Fig. 1: run 1, metal layers overlaid
Bar = 20 um. Two of the layers only.
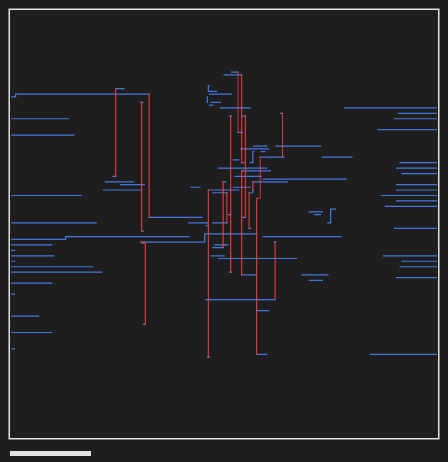
Fig. 2: run 1, sequential cells grouped by signal name
Bar = 20 um.
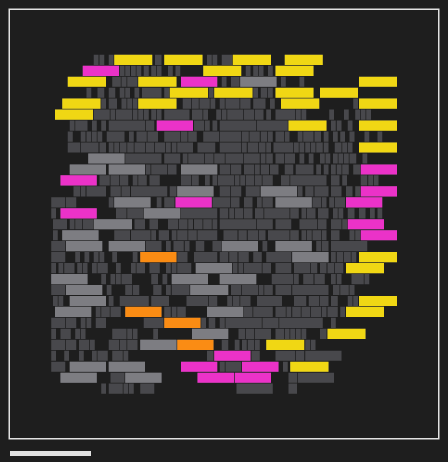
Fig. 3: run 1, track usage over the die
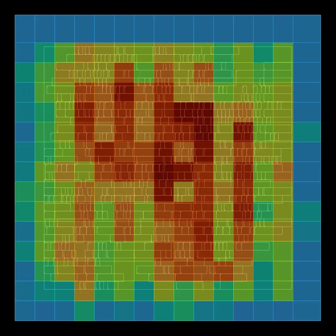
==> config.mk <==
export PLATFORM = sky130hd
export DESIGN_NAME = alu_seg_disp_flat
export DESIGN_NICKNAME = d
export VERILOG_FILES = /design/src/rtl/alu_seg_disp_if.sv /design/src/rtl/alu_seg_disp.sv /design/src/flat_wrapper.sv
export SDC_FILE = /design/constraint.sdc
export NUM_CORES = 1
export LEC_CHECK = 0
export ABC_AREA = 1
export CAP_MARGIN = 10
export CORE_MARGIN = 10
export CORE_UTILIZATION = 57
export DETAILED_ROUTE_END_ITERATION = 6
export DONT_BUFFER_PORTS = 1
export PLACE_DENSITY = 0.83
export SLEW_MARGIN = 20
export SYNTH_ARGS = -nofsm -noshare
export SYNTH_HDL_FRONTEND = slang
export SYNTH_SLANG_ARGS = --single-unit
==> constraint.sdc <==
create_clock -name clk -period 1.77 [get_ports clk]
set_input_delay 0.177 -clock clk [delete_from_list [all_inputs] [get_ports clk]]
set_output_delay 0.177 -clock clk [all_outputs]
set_load 0.05 [all_outputs]
==> flow_summary.json, run 1 <==
{
  "n_all_inverters": 58,
  "timing.slew.headroom_pct": 64.5,
  "design_area_um2": 5410,
  "rsz0062_at_grt": "yes",
  "globalplace.congestion": 0.890,
  "yosys_area_um2": 4240,
  "placementRows": 31,
  "yosys-stat-cells": 505,
  "dpl_cell_area_um2": 4520,
  "ys_sh_aoi_pct": 9.72,
  "critPathMaxFanout": 5,
  "dp.cells": 619,
  "min_period_ns": 1.83,
  "outcome": "complete, but fails checks",
  "postSynthSeqShare_pct": 48.1,
  "final-comb-area_um2": 2290,
  "dp_hpwl_um": 6780,
  "slew_viol_final": 0,
  "critPathLaunchType": "flop",
  "violations": "hold timing, setup timing",
  "cts_sinks": 80,
  "hold_viol_final": 80,
  "cts_buffer_depth": 2,
  "top_cell_area_share_pct": 30.1,
  "ys_sh_adder_pct": 7.97,
  "htreeDepth": 3,
  "taps": 99,
  "cp_cell_sequence": "inv_2, ha_4, inv_2, nand2_2, nand3_4, nand2_4, nor2_4, inv_4, ha_1, nand3b_1, nand3_1, nand3_1, nand2_1",
  "clk_latency_ns": 0.36,
  "cp.depth": 13,
  "ant_nets": 0,
  "synthMuxAreaShare_pct": 0,
  "core_area_um2": 7250,
  "cap_viol_max_count": 0,
  "met1Wirelength_um": 4520,
  "comb-cell-share_pct": 42.4,
  "synth_top_cell_by_count": "nand2_1",
  "yosysTopAreaCell": "dfrtp_1",
  "drive_gt1_share_pct": 35.1,
  "required_ns": 2.08,
  "regToRegSetupSlack_ns": -0.06,
  "clock_buffers": 10,
  "wl_met2_um": 5840,
  "dp_worst_setup_slack_ns": -0.0842,
  "grt_pass1_wl_um": 16700,
  "drc": 0,
  "hold_class": "in -> async",
  "cts_root_buf": "clkbuf_8",
  "most-common-layout-cells": "nand2_1, dfrtp_1, nor2_1, buf_4, inv_1",
  "yosys_warnings": 0,
  "hold_slack_ns": -0.498,
  "comb_cells": 353,
  "finalClockSkew_ns": 0.00711,
  "ys.flops": 80,
  "grt_max_degree": 81,
  "simple_gate_share_pct": 27.3,
  "num_antenna_cells": 0,
  "worst_pin_slew_ns": 0.532,
  "flop_cell": "dfrtp_1",
  "die_h_um": 106,
  "viasPerCell": 5.55,
  "finalCritPeriodShare_pct": 103,
  "cts_buffers": 9,
  "fp_util_pct": 58.4,
  "dr.first_iter.drc_count": 231,
  "finalSetupViolations": 8,
  "highest_layer": "met4",
  "buffers": 62,
  "largestClassByArea": "multi-input combinational cells",
  "cts_hold_buf": 12,
  "r2r_cells": 13,
  "netlist_instances": 505,
  "grt_pass1_vias": 3580,
  "end_kind": "flop",
  "cp_data_arrival_time_ns": 2.14,
  "top_cells_by_count": "nand2_1, nor2_1, inv_1",
  "clk_pin_slew_ns": 0.08,
  "layout.nets": 607,
  "worstSetupPathType": "reg -> reg",
  "ioPinCount": 62,
  "cts_setup_buffers": 10,
  "syn_area_um2": 4240,
  "antenna_found_initial": 0,
  "async_flop_share_pct": 100,
  "cp_num_buf_inv": 3,
  "max_freq_mhz": 546,
  "die_w_um": 106,
  "areaGrowthSynthToFinish_pct": 27.7,
  "yosysUniqueCellTypes": 32,
  "synth_area_per_cell_um2": 8.39,
  "lay_top_count": "nand2_1",
  "critPathSlowestCell": "dfrtp_1",
  "first_pass_iters": 4,
  "tritoncts": "yes",
  "final_cells": 668,
  "cts_resized": 31,
  "warnings": 46,
  "met3_length_um": 763,
  "xor_share_pct": 0,
  "n_fill_cell": 490,
  "fp_nets": 548,
  "non_clock_buffer_area_share_pct": 9.80,
  "fin_tns_setup_ns": -0.241,
  "numPortBuffers": 0,
  "area_leaders": "dfrtp_1, dfstp_2, nand2_1",
  "edf_count": 0,
  "grt-ovfl-total": 0,
  "clk_share_pct": 3.47,
  "cpPeakStageDelay_ns": 0.40,
  "seq_cells": 80,
  "fin_ws_ns": -0.0610,
  "topCombFamilyByArea": "simple AND/OR/NAND/NOR gates",
  "critPathTopFamily": "simple AND/OR/NAND/NOR gates",
  "chipArea_um2": 11300
}
Back to the opening pictures, Fig. 1:
legend:
  metal 4:
    colour: red
    wire_length: 383 um
  metal 3:
    colour: blue
    wire_length: 763 um
WL/cell: 17.2 um
total wire length: 11500 um
all-layer global routing usage: 17.8%
via count: 3706

Back to the opening pictures, Fig. 2:
legend:
  u_core.seg_q:
    colour: yellow
    placed_flops: 28
    where: spread over the die
  u_core.cnt_q:
    colour: orange
    placed_flops: 4
  u_core.bus.bcd:
    colour: magenta
    placed_flops: 16
    where: spread over the die
Final Core Density: 74.6%
FF+latch area: 2040 um^2
flop share of the area: 37.7%

Back to the opening pictures, Fig. 3:
grt met1 use: 20.5%
global routing usage on met3: 4.89%
grt met2 use: 30.6%
layer with the highest usage: met2

==> inputs of run 2 (changes only) <==
Settings changed: RECOVER_POWER set to 25, SLEW_MARGIN 20 to not set.
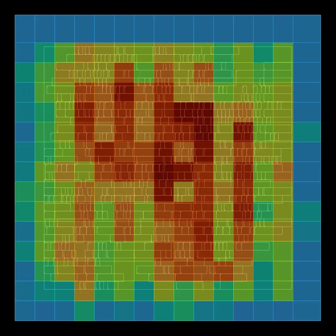
Fig. 4. Track usage over the die (run 2).

==> flow_summary.json, run 2 <==
{
  "outcome": "complete, but fails checks",
  "violations": "hold timing, setup timing",
  "cts_root_buf": "clkbuf_8",
  "ioPinCount": 62,
  "hold_slack_ns": -0.498,
  "synthMuxAreaShare_pct": 0,
  "n_fill_cell": 490,
  "yosys_area_um2": 4240,
  "grt-ovfl-total": 0,
  "critPathLaunchType": "flop",
  "final_cells": 668,
  "final-comb-area_um2": 2290,
  "cp.depth": 13,
  "clk_share_pct": 3.47,
  "design_area_um2": 5410,
  "seq_area_um2": 2040,
  "yosysUniqueCellTypes": 32,
  "ys.flops": 80,
  "cp_num_buf_inv": 3,
  "lay_top_count": "nand2_1",
  "first_pass_iters": 4,
  "slew_viol_final": 0,
  "dp_hpwl_um": 6780,
  "gr-usage-all-layers_pct": 17.8,
  "hold_viol_final": 80,
  "wl_met2_um": 5840,
  "critPathSlowestCell": "dfrtp_1",
  "hold_class": "in -> async",
  "taps": 99,
  "core_area_um2": 7250,
  "cts_setup_buffers": 10,
  "fin_tns_setup_ns": -0.241,
  "met3_length_um": 763,
  "cts_sinks": 80,
  "comb_cells": 353,
  "grt.busiest_layer": "met2",
  "top_cell_area_share_pct": 30.1,
  "cp_cell_sequence": "inv_2, ha_4, inv_2, nand2_2, nand3_4, nand2_4, nor2_4, inv_4, ha_1, nand3b_1, nand3_1, nand3_1, nand2_1",
  "finalSetupViolations": 8,
  "synth_top_cell_by_count": "nand2_1",
  "ant_nets": 0,
  "regToRegSetupSlack_ns": -0.06,
  "critPathTopFamily": "simple AND/OR/NAND/NOR gates",
  "chipArea_um2": 11300,
  "final_core_util_pct": 74.6,
  "vias": 3706,
  "postSynthSeqShare_pct": 48.1,
  "finalCritPeriodShare_pct": 103,
  "dpl_cell_area_um2": 4520,
  "die_h_um": 106,
  "drc": 0,
  "fin_ws_ns": -0.0610,
  "r2r_cells": 13,
  "numPortBuffers": 0,
  "rsz0062_at_grt": "yes",
  "topCombFamilyByArea": "simple AND/OR/NAND/NOR gates",
  "clk_latency_ns": 0.36,
  "yosysTopAreaCell": "dfrtp_1",
  "met1Wirelength_um": 4520,
  "highest_layer": "met4",
  "htreeDepth": 3
}
